Fig. 1: run 1, signal metal coverage by tile
21 x 21 tiles, from white (low) to dark blue (high), scaled to the fullest tile. Values are wire area over tile area, all layers added.
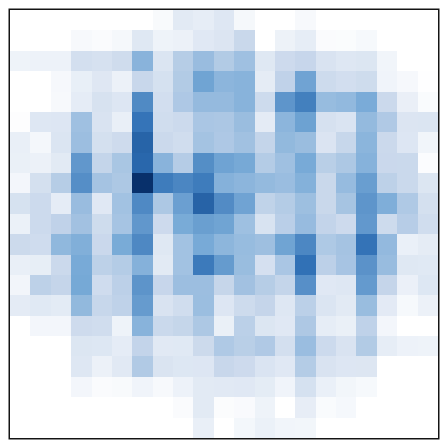
Fig. 2: run 1, I/O pins on the die edge
Bar = 20 µm. Pins as bars across the die edge, other pins in grey.
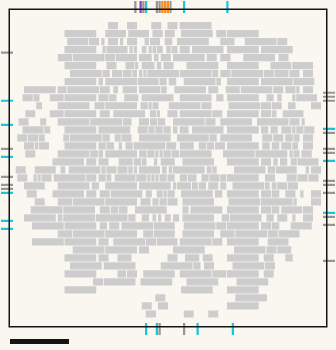
Fig. 3: run 1, zoomed window
Bar = 5 µm. Window x 44 to 64, y 65 to 85 µm. Cells in grey, sequential cells in the stronger grey; small squares are vias.
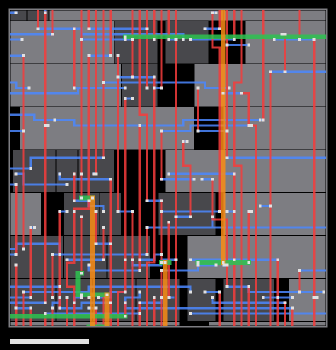
Fig. 4: run 1, the clock network
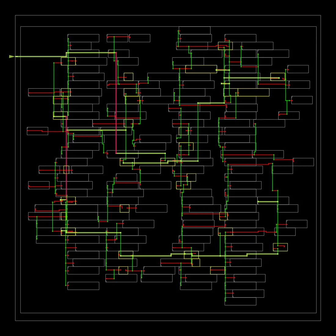
## config.mk

```make
export PLATFORM = sky130hd
export DESIGN_NAME = ram_param
export DESIGN_NICKNAME = d
export VERILOG_FILES = /design/src/rtl/ram_pkg.sv /design/src/rtl/ram_clear_ctrl.sv /design/src/rtl/ram_param.sv
export SDC_FILE = /design/constraint.sdc
export NUM_CORES = 1
export LEC_CHECK = 0
export CAP_MARGIN = 40
export CORE_MARGIN = 1.5
export CORE_UTILIZATION = 55
export CTS_BUF_LIST = sky130_fd_sc_hd__clkbuf_4 sky130_fd_sc_hd__clkbuf_8
export DETAILED_ROUTE_END_ITERATION = 8
export PLACE_DENSITY = 0.88
export SLEW_MARGIN = 20
export SYNTH_ARGS = -nofsm -noshare
export SYNTH_HDL_FRONTEND = slang
export SYNTH_SLANG_ARGS = --single-unit
```

## constraint.sdc

```tcl
create_clock -name clk -period 2.78 [get_ports clk]
set_clock_uncertainty 0.15 [all_clocks]
set_input_delay 0.695 -clock clk [delete_from_list [all_inputs] [get_ports clk]]
set_output_delay 0.695 -clock clk [all_outputs]
set_load 0.05 [all_outputs]
```

## src/rtl/ram_pkg.sv

```systemverilog
//------------------------------------------------------------------------------
// ram_pkg : shared constants for the ram_param storage block
// Revision: 1.0  initial release
//------------------------------------------------------------------------------
`default_nettype none

package ram_pkg;

  typedef enum logic [0:0] {
    RAM_ST_CLEAR = 1'b0,
    RAM_ST_READY = 1'b1
  } ram_state_e;

  localparam int RAM_DEFAULT_WIDTH = 16;
  localparam int RAM_DEFAULT_DEPTH = 8;

endpackage

`default_nettype wire

```

## src/rtl/ram_clear_ctrl.sv

```systemverilog
//------------------------------------------------------------------------------
// ram_clear_ctrl : post-reset clear sequencer, one word per cycle, owns busy
// Revision: 1.0  initial release
//------------------------------------------------------------------------------
`default_nettype none

module ram_clear_ctrl
  import ram_pkg::*;
#(
  parameter int DEPTH = RAM_DEFAULT_DEPTH,
  parameter int AW    = $clog2(DEPTH)
) (
  input  logic          clk,
  input  logic          rst,
  output logic          busy,
  output logic          clr_we,
  output logic [AW-1:0] clr_addr
);

  localparam logic [AW-1:0] c_last = AW'(DEPTH - 1);

  ram_state_e    r_state;
  ram_state_e    w_state_nxt;
  logic [AW-1:0] r_ptr;
  logic [AW-1:0] w_ptr_nxt;

  always_ff @(posedge clk) begin
    if (rst) begin
      r_state <= RAM_ST_CLEAR;
      r_ptr   <= '0;
    end else begin
      r_state <= w_state_nxt;
      r_ptr   <= w_ptr_nxt;
    end
  end

  // Pointer parks on the last word once clearing is done; only rst rewinds it.
  always_comb begin
    w_state_nxt = r_state;
    w_ptr_nxt   = r_ptr;
    busy        = 1'b0;
    clr_we      = 1'b0;
    case (r_state)
      RAM_ST_CLEAR: begin
        busy   = 1'b1;
        clr_we = ~rst;
        if (r_ptr == c_last) begin
          w_state_nxt = RAM_ST_READY;
        end else begin
          w_ptr_nxt = r_ptr + 1'b1;
        end
      end
      RAM_ST_READY: begin
        w_state_nxt = RAM_ST_READY;
      end
      default: begin
        w_state_nxt = RAM_ST_CLEAR;
      end
    endcase
  end

  assign clr_addr = r_ptr;

endmodule

`default_nettype wire

```

## src/rtl/ram_param.sv

```systemverilog
//------------------------------------------------------------------------------
// ram_param : WIDTH x DEPTH memory, one write port, one registered read port.
//   RAM_FWD_EN defined selects write-first on same-address collisions.
// Revision: 1.0  initial release
//------------------------------------------------------------------------------
`default_nettype none

module ram_param
  import ram_pkg::*;
#(
  parameter int  WIDTH = RAM_DEFAULT_WIDTH,
  parameter int  DEPTH = RAM_DEFAULT_DEPTH,
  localparam int AW    = $clog2(DEPTH)
) (
  input  logic             clk,
  input  logic             rst,
  input  logic             we,
  input  logic [AW-1:0]    waddr,
  input  logic [WIDTH-1:0] wdata,
  input  logic             re,
  input  logic [AW-1:0]    raddr,
  output logic [WIDTH-1:0] rdata,
  output logic             rvalid,
  output logic             busy
);

  localparam logic [AW:0] c_depth = (AW + 1)'(DEPTH);

  logic [WIDTH-1:0] r_mem [DEPTH];

  logic             w_clr_we;
  logic [AW-1:0]    w_clr_addr;
  logic             w_waddr_ok;
  logic             w_raddr_ok;
  logic             w_user_we;
  logic             w_mem_we;
  logic [AW-1:0]    w_mem_addr;
  logic [WIDTH-1:0] w_mem_data;
  logic             w_fwd;
  logic [WIDTH-1:0] w_rd_word;

  ram_clear_ctrl #(
    .DEPTH (DEPTH),
    .AW    (AW)
  ) u_clear_ctrl (
    .clk      (clk),
    .rst      (rst),
    .busy     (busy),
    .clr_we   (w_clr_we),
    .clr_addr (w_clr_addr)
  );

  assign w_waddr_ok = ({1'b0, waddr} < c_depth);
  assign w_raddr_ok = ({1'b0, raddr} < c_depth);
  assign w_user_we  = ~rst & ~busy & we & w_waddr_ok;

  // Clear engine owns the write port while busy; user writes are blocked then.
  assign w_mem_we   = w_clr_we | w_user_we;
  assign w_mem_addr = w_clr_we ? w_clr_addr : waddr;
  assign w_mem_data = w_clr_we ? '0 : wdata;

  always_ff @(posedge clk) begin
    if (w_mem_we) begin
      r_mem[w_mem_addr] <= w_mem_data;
    end
  end

`ifdef RAM_FWD_EN
  assign w_fwd = w_user_we & (waddr == raddr);
`else
  assign w_fwd = 1'b0;
`endif

  assign w_rd_word = !w_raddr_ok ? '0 : (w_fwd ? wdata : r_mem[raddr]);

  always_ff @(posedge clk) begin
    if (rst) begin
      rdata  <= '0;
      rvalid <= 1'b0;
    end else if (busy || !re) begin
      rvalid <= 1'b0;
    end else begin
      rdata  <= w_rd_word;
      rvalid <= 1'b1;
    end
  end

endmodule

`default_nettype wire

```

==> deck_impl_summary.md, run 1 <==
Physical Implementation Snapshot

Layout
  – Signal inverters: 3
  – Fill cell count: 712
  – Share of cells above drive strength 1: 16.2%
  – Clock-cell share: 5.81%
  – Comb/total area: 21.6%
  – Dominant logic cell types in the final layout: edfxtp_1, mux2i_1, clkdlybuf4s50_1
  – Flop share of the area: 60.8%

Synthesis
  – Comb area leader: multiplexers
  – Adder share: 0.418%
  – Ys flops: 149
  – XOR Share, Synth: 0.146%
  – Seq/Total Area, Yosys: 71.2%

Routing
  – Top layer in use: met4
  – Routed Wire Length: 11.5 mm
  – DRT iter0 DRCs: 277
  – Wire length on met2: 6.32 mm
  – # DRC: 0
  – DR vias/cell: 5.75
  – ANT nets after route: 0
  – Detailed-route via count: 3378

Global route
  – Largest net degree at the start of global routing: 25
  – Met2 usage: 39.0%
  – Number of global-route vias before repair: 3425

Run status
  – Status: finished clean

Final timing
  – Setup Viol. Count Final: 0
  – RSZ-0062 raised after global routing: false
  – Worst Setup Slack, final: 0.177 ns
  – Slew Limit Fails: 0
  – Final Hold Vio Count: 0

Critical path
  – CP endpoint kind: output port

Placed design
  – Detailed Place HPWL: 8.08 mm
  – Pre-CTS WS: 0.0980 ns

Clocking
  – Root buf cell: clkbuf_8
  – Latency at later pin: 0.45 ns

Power
  – Maximum VDD drop: 0.360 mV
-- Fig. 1 (at the start) --
18% of the tiles are nearly empty. The densest ninth of the die: centre. 10% of the tiles are over half the peak. The fullest tile reaches 0.73. The mean over all tiles is 0.16.

-- Fig. 2 (at the start) --
Key: purple = `rvalid` [pins 1, direction output, edge top]; orange = `waddr` [pins 3, direction input, edge top]; cyan = `wdata` [pins 16, direction input, edge 6 left, 4 bottom, 3 right, 3 top]
All pins by edge: 15 right, 12 top, 11 left, 6 bottom.
Die H: 107 µm
Die W: 107 µm
Buffers on Ports: 43

-- Fig. 3 (at the start) --
Key: orange = M4; blue = M1; red = M2; green = M3
Most frequent: edfxtp_1 (6), mux2i_1 (3), buf_4 (3). 26 logic cells have their middle in the window. Netlist names of flops here include `r_mem` (6), `u_clear_ctrl.clr_addr` (2). Sequential cells in the window: 8.

-- Fig. 4 (at the start) --
clk_buf instances: 19
Clock Sinks: 149
Num CTS Buffers: 17
clk pwr: 1660 µW
registers: 149

==> run 1: synth_stat cells (2+ instances only) <==
library cell | count | area, µm²
nor3_2 | 16 | 160
buf_4 | 4 | 30.0
a22oi_1 | 32 | 240
nor3b_1 | 2 | 15.0
ha_1 | 2 | 25.0
a21oi_1 | 18 | 90.1
clkbuf_1 | 3 | 11.3
and2_1 | 2 | 12.5
nor2_1 | 29 | 109
nor2b_1 | 18 | 113
mux2i_1 | 64 | 641
nor2_2 | 2 | 12.5
o21ai_0 | 3 | 15.0
buf_12 | 3 | 60.1
buf_8 | 2 | 30.0
buf_6 | 2 | 22.5
nand2_1 | 5 | 18.8
edfxtp_1 | 128 | 3840
a31oi_1 | 4 | 25.0
inv_1 | 2 | 7.51
buf_2 | 8 | 40.0
dfxtp_1 | 21 | 420
==> run 1: worst max-delay path, cell delays in order, from the launching register on <==
cell and delay [ns]:
dfxtp_1 0.43, inv_2 0.09, clkdlybuf4s50_1 0.80
==> run 1: power breakdown <==
part	leakage (µW)	total [µW]	internal (µW)	switching, µW
logic	0.000892	311	127	184
clock network	0.000203	1660	854	804
registers	0.00135	2520	2500	21.5
==> run 1: final timing paths <==
kind / startpoint / end / slack (ns) / depth (start not counted)
min: rdata[5] / rdata[5] / 0.38 / 2
max: u_clear_ctrl.r_state / busy / 0.18 / 2
min reg2reg: rdata[5] / rdata[5] / 0.38 / 2
max reg2reg: u_clear_ctrl.r_state / r_mem[4][9] / 0.77 / 5
==> run 1: cell families after synthesis <==
family / count (synthesis)
compound gates: 58
xor+xnor: 1
fa+ha+maj: 2
buf+inv: 25
flops: 149
mux: 64
simple gates: 78
==> run 1: flip-flops by register name (all words and copies together), names as in the netlist <==
name / cells
u_clear_ctrl.r_state: 1
rdata: 16
u_clear_ctrl.clr_addr: 3
r_mem: 128
rvalid: 1
## Run 2: what changed since run 1
- SKIP_LAST_GASP: default -> 1
==> run 2 against run 1 <==
Critical path depth is the same. Critical endpoint unchanged. Clock-buffer cell count is the same. Sequential power barely moved. Sequential share of layout area is the same. Wire length did not move. Highest routed layer unchanged. Synthesized cell count stayed put. Design area did not move. Core utilization is the same.
==> deck_impl_summary.md, run 2 <==
Physical Implementation Snapshot

Power
  – Pwr Density: 639 mW/mm²
  – Power Total: 4490 µW
  – Maximum VDD drop: 0.360 mV (unchanged)
  – P_leak: 0.00245 µW

Global route
  – Largest net degree at the start of global routing: 25 (unchanged)
  – Grt total ovfl: 0
  – Number of global-route vias before repair: 3425 (unchanged)
  – GRT Total Usage: 22.0%
  – Initial antenna violation count: 0

Critical path
  – Arr. time, crit path: 1.76 ns
  – Worst EP required: 1.93 ns
  – WS Path Type: reg -> out
  – Crit Path Max Fanout: 10
  – CP startpoint: u_clear_ctrl.r_state
  – CP endpoint kind: output port
  – Flop2flop setup slack: 0.77 ns (about the same)
  – Worst r2r src: u_clear_ctrl.r_state

Synthesis
  – Most used DFF post-synth: edfxtp_1
  – Seq/Total Area, Yosys: 71.2% (unchanged)
  – Most numerous cell in the Yosys netlist: edfxtp_1
  – Chip Area, Yosys: 0.00599 mm²
  – Ys flops: 149 (unchanged)
  – Synthesized area: 0.00599 mm²
  – Yosys warnings: 0
  – Cells in synth_stat.txt: 377
  – Area leader, netlist: edfxtp_1
  – Syn avg cell area: 15.9 µm²
  – Top cells, area: edfxtp_1, mux2i_1, dfxtp_1, a22oi_1, nor3_2
  – Ys async rst share: 0%
  – Synthesized Nets: 405
  – Post-synth top cells: edfxtp_1, mux2i_1, a22oi_1
  – Synth Instances: 377
  – Top-area cell type share of the netlist area: 64.2% (unchanged)

Layout
  – Dominant logic cell types in the final layout: edfxtp_1, mux2i_1, clkdlybuf4s50_1
  – Layout Nets: 466
  – ANT cells: 0
  – Most flops, register: r_mem
  – Share of cells above drive strength 1: 16.2% (unchanged)
  – Area grow syn2layout: 17.2%
  – Largest register FFs: 128 (unchanged)
  – Post-Layout Inst Area: 0.00702 mm²
  – Post-Route Utilization: 67.1%

Worst hold path
  – HP Start: rdata[5]

Placed design
  – Detailed Place HPWL: 8.08 mm (unchanged)
  – GP Congestion: 0.802
  – Buffers on Ports: 43 (unchanged)

Final timing
  – Sum Neg Setup Slack: 0 ns
  – Final Hold Vio Count: 0 (unchanged)
  – Max-slew headroom: 52.9%
  – Setup Viol. Count Final: 0 (unchanged)
  – RSZ-0062 raised after global routing: false
  – Hold slack final: 0.380 ns
  – Max frequency: 384 MHz
  – Tmin final: 2.60 ns
  – Slew Limit Fails: 0 (unchanged)
  – Worst slew pin tran: 0.705 ns

Clocking
  – CTS tree: done
  – H-Tree Depth: 4
  – Post-cts sizing count: 0
  – Num CTS Buffers: 17 (unchanged)
  – Clk slew on worst S/H paths: 0.07 ns
  – Post-cts hold buffer count: 0
  – Root buf cell: clkbuf_8
  – Clock Sinks: 149 (unchanged)
  – Post CTS Setup Buffer Count: 0

Die
  – Io pins: 44
  – Die W: 107 µm (unchanged)
  – Core ar.: 0.0105 mm²
  – Starting Density: 57.2%
  – Die H: 107 µm (unchanged)
  – Total die size: 0.0115 mm²

Routing
  – DRT iter0 DRCs: 277 (unchanged)
  – DR vias/cell: 5.75 (unchanged)
  – ANT nets after route: 0 (unchanged)
  – Routed Wire Length: 11.5 mm (unchanged)
  – Detailed-route via count: 3378 (unchanged)
  – Drt wl/cell: 19.6 µm
  – # DRC: 0 (unchanged)
  – Drt pass-1 iters: 5

Job
  – OpenROAD warnings: 26
  – Max Cap Violations: 0

Run status
  – Status: finished clean
[run 2: cell counts after synthesis]
Identical to the previous run, type by type.
[run 2: logic make-up (layout without fill, tap and decap cells)]
kind of cell	after synthesis	after routing	share of synthesized area, %
buffers and inverters	25	99	3.43
multiplexers	64	64	10.7
flip-flops	149	149	71.2
AND-OR/OR-AND	58	58	6.31
XOR/XNOR	1	1	0.146
AND/OR/NAND/NOR	78	78	7.75
adder cells (fa/ha/maj)	2	2	0.418
[run 2: power by group]
| group | internal [µW] | switching, µW |
|---|---|---|
| clock network | 854 | 804 |
| registers | 2500 | 21.5 |
| logic | 127 | 184 |
[run 2: area by class of cell]
cell class / instances / area (µm²)
clock inverters: 13 / 146
repair buffers: 64 / 648
fillers: 712 / 3440
well taps: 136 / 170
multi-input cells: 203 / 1520
flip-flops and latches: 149 / 4260
clock buffers: 19 / 262
inverters: 3 / 11.3
[run 2: path summary, 6_finish.rpt]
| check | end | cells past startpoint |
|---|---|---|
| worst max-delay path | busy | 2 |
| worst min-delay path | rdata[5] | 2 |
| worst max register to register | r_mem[4][9] | 5 |
| worst min register to register | rdata[5] | 2 |
[run 2: critical path: stages, from the launching register on]
cell             delay [ns]
dfxtp_1                0.43
inv_2                  0.09
clkdlybuf4s50_1        0.80
[run 2: stage by stage]
stage / worst slack, ns / std cells
after floorplan: 0.349 / 377
after global placement: 0.200 / 555
after detailed placement: 0.0980 / 555
after CTS: 0.151 / 587
after global routing: 0.102 / 587
final: 0.177 / 587
[run 2: per-layer routing]
metal	part of all wire [%]	track usage, %	vias to the layer above
li1	-	-	1559
met5	0	0	-
met1	36	24.7	1644
met3	6.4	5.69	29
met4	2.5	10.0	0
met2	55	39.0	146
Fig. 5: run 2, zoomed window
Bar = 5 µm. Window x 44 to 64, y 65 to 85 µm. Cells in grey, sequential cells in the stronger grey; small squares are vias.
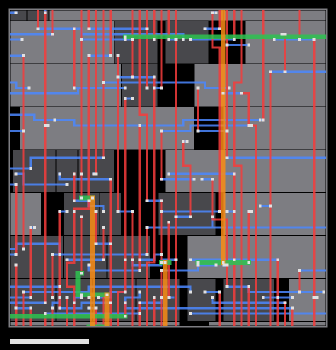
Key: green = M3; blue = M1; red = M2; orange = M4
Netlist names of flops here include `r_mem` (6), `u_clear_ctrl.clr_addr` (2). Sequential cells in the window: 8. 26 logic cells have their middle in the window. Most frequent: edfxtp_1 (6), mux2i_1 (3), buf_4 (3).

Fig. 6: run 2, the clock network
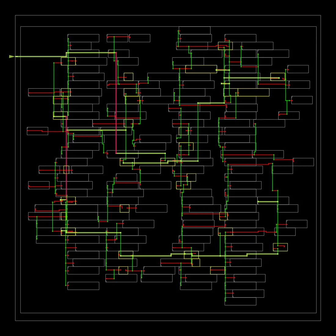
Latency at later pin: 0.45 ns

## Run 3: what changed since run 2
- CORE_MARGIN: 1.5 -> default
- PLACE_DENSITY: 0.88 -> 0.77
==> run 3 against run 2 <==
Design area is 0.55% higher. Worst hold slack hardly changed. Synthesized cell count is the same. Fmax is 0.65% higher. Global-route usage up 1.4 points. Total power grew 0.37%. Sequential share of layout area shrank 0.33 points.
==> deck_impl_summary.md, run 3 <==
Physical Implementation Snapshot

Critical path
  – Crit path max-delay family: buffers and inverters
  – WS Path Type: reg -> out
  – Crit path to: busy
  – Critical Path Stages: 2 (unchanged)
  – CP startpoint: u_clear_ctrl.r_state

Die
  – Starting Density: 57.5% (+0.25 points)
  – Io pins: 44 (unchanged)

Synthesis
  – Most used DFF post-synth: edfxtp_1
  – Top-area cell type share of the netlist area: 64.2% (unchanged)
  – Seq/Total Area, Yosys: 71.2% (unchanged)
  – Most numerous cell in the Yosys netlist: edfxtp_1
  – Syn avg cell area: 15.9 µm² (unchanged)
  – Top cells, area: edfxtp_1, mux2i_1, dfxtp_1, a22oi_1, nor3_2
  – Synthesized Nets: 405 (unchanged)
  – Post-synth top cells: edfxtp_1, mux2i_1, a22oi_1
  – Synthesized area: 0.00599 mm² (unchanged)

Power
  – Power Total: 4500 µW (+0.37%)
  – Pwr Density: 638 mW/mm² (-0.18%)
  – P_sw: 1020 µW (+1.4%)
  – Internal cell power: 3480 µW (about the same)

Placed design
  – GP Congestion: 0.858 (+6.9%)

Layout
  – Most flops, register: r_mem
  – Dominant logic cell types in the final layout: edfxtp_1, mux2i_1, clkdlybuf4s50_1
  – Area grow syn2layout: 17.9%
  – Post-Layout Inst Area: 0.00706 mm² (+0.55%)
  – Largest register FFs: 128 (unchanged)
  – Fill cell count: 724 (+1.7%)

Routing
  – Drt pass-1 iters: 5 (unchanged)
  – Routed Wire Length: 12.2 mm (+6.3%)

Clocking
  – Clk slew on worst S/H paths: 0.08 ns (about the same)
  – Post-cts hold buffer count: 0 (unchanged)
  – Post-cts sizing count: 0 (unchanged)

Final timing
  – Worst slew pin tran: 0.716 ns (+0.0111 ns)

Run status
  – Status: finished clean

Global route
  – Largest net degree at the start of global routing: 24 (-4.0%)
## run 3: netlist changes by cell type in the layout (fill, tap and decap cells not counted), sizes merged
cell / change
buf: +2
clkinv: -2
clkbuf: +1
clkinvlp: +1
## run 3: worst min path at each step
stage	startpoint	end	slack, ns	cells after the start
global route	rdata[12]	rdata[12]	0.40	2
detailed placement	rdata[12]	rdata[12]	0.37	2
floorplan	u_clear_ctrl.clr_addr[2]	u_clear_ctrl.clr_addr[2]	0.35	2
CTS	rdata[12]	rdata[12]	0.38	2
finish	rdata[12]	rdata[12]	0.38	2
global placement	rdata[5]	rdata[5]	0.36	2
## run 3: power by group through the flow
stage | sequential (µW) | combinational, µW | clock [µW]
global placement | 2560 | 308 | 0
CTS | 2520 | 318 | 1700
floorplan | 2570 | 194 | 0
global route | 2520 | 340 | 1800
detailed placement | 2570 | 317 | 0
finish | 2520 | 317 | 1670
## run 3: final cells by class
class	count	area [µm²]	share of cell area, %
inverter	3	11.3	0.160
tap	136	170	2.41
multi-input combinational	203	1520	21.5
sequential	149	4260	60.4
timing repair buffer	66	688	9.75
clock inverter	12	144	2.04
clock buffer	20	263	3.72
## run 3: per-layer routing
metal / routed length, µm / vias up / GRT usage (%)
met3: 496 / 23 / 5.40
met1: 4780 / 1702 / 26.6
met4: 335 / 0 / 10.8
met2: 6620 / 103 / 41.6
met5: 0 / - / 0
li1: - / 1569 / -
## run 3: logic make-up (layout without fill, tap and decap cells)
group / Yosys count / count (layout) / synth area share [%]
xor+xnor: 1 / 1 / 0.146
simple gates: 78 / 78 / 7.75
mux: 64 / 64 / 10.7
buf+inv: 25 / 101 / 3.43
compound gates: 58 / 58 / 6.31
flops: 149 / 149 / 71.2
fa+ha+maj: 2 / 2 / 0.418
Fig. 7: run 3, I/O pins on the die edge
Bar = 20 µm. Pins as bars across the die edge, other pins in grey.
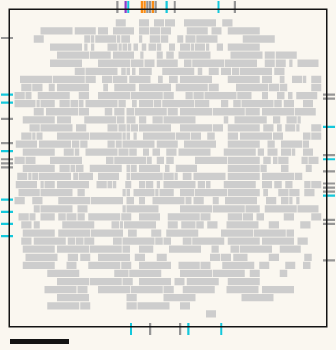
Key: cyan = `wdata` [pins 16, direction input, edge 7 left, 3 right, 3 bottom, 3 top]; purple = `rvalid` [pins 1, direction output, edge top]; orange = `waddr` [pins 3, direction input, edge top]
All pins by edge: 13 top, 13 left, 13 right, 5 bottom.

Fig. 8: run 3, signal metal coverage by tile
21 x 21 tiles, from white (low) to dark blue (high), scaled to the fullest tile. Values are wire area over tile area, all layers added.
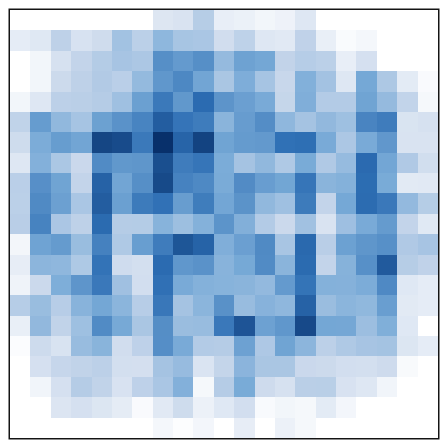
29% of the tiles are over half the peak. The densest ninth of the die: centre. The mean over all tiles is 0.17. 11% of the tiles are nearly empty.


==> screenshots <==
Gate-type map.
panel A
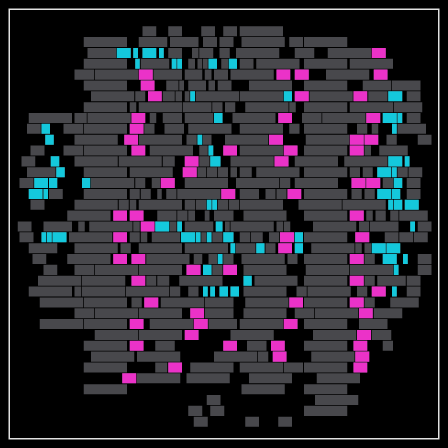
panel B
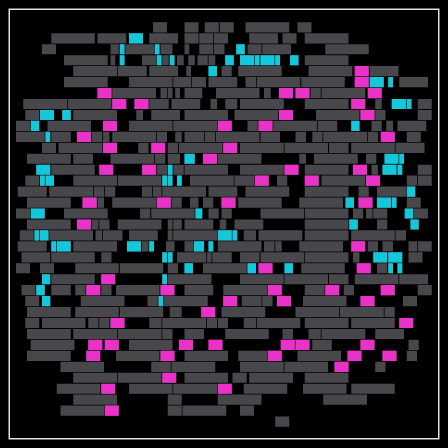
Panel B is run 3.
Panel A is run 1.

Key to panel B:
Key: magenta = mux cells [cells 64, most used mux2i_1]; cyan = nor cells [cells 68, most used nor2_1]

No activity file was given, so power comes from the tool's default toggle rates.
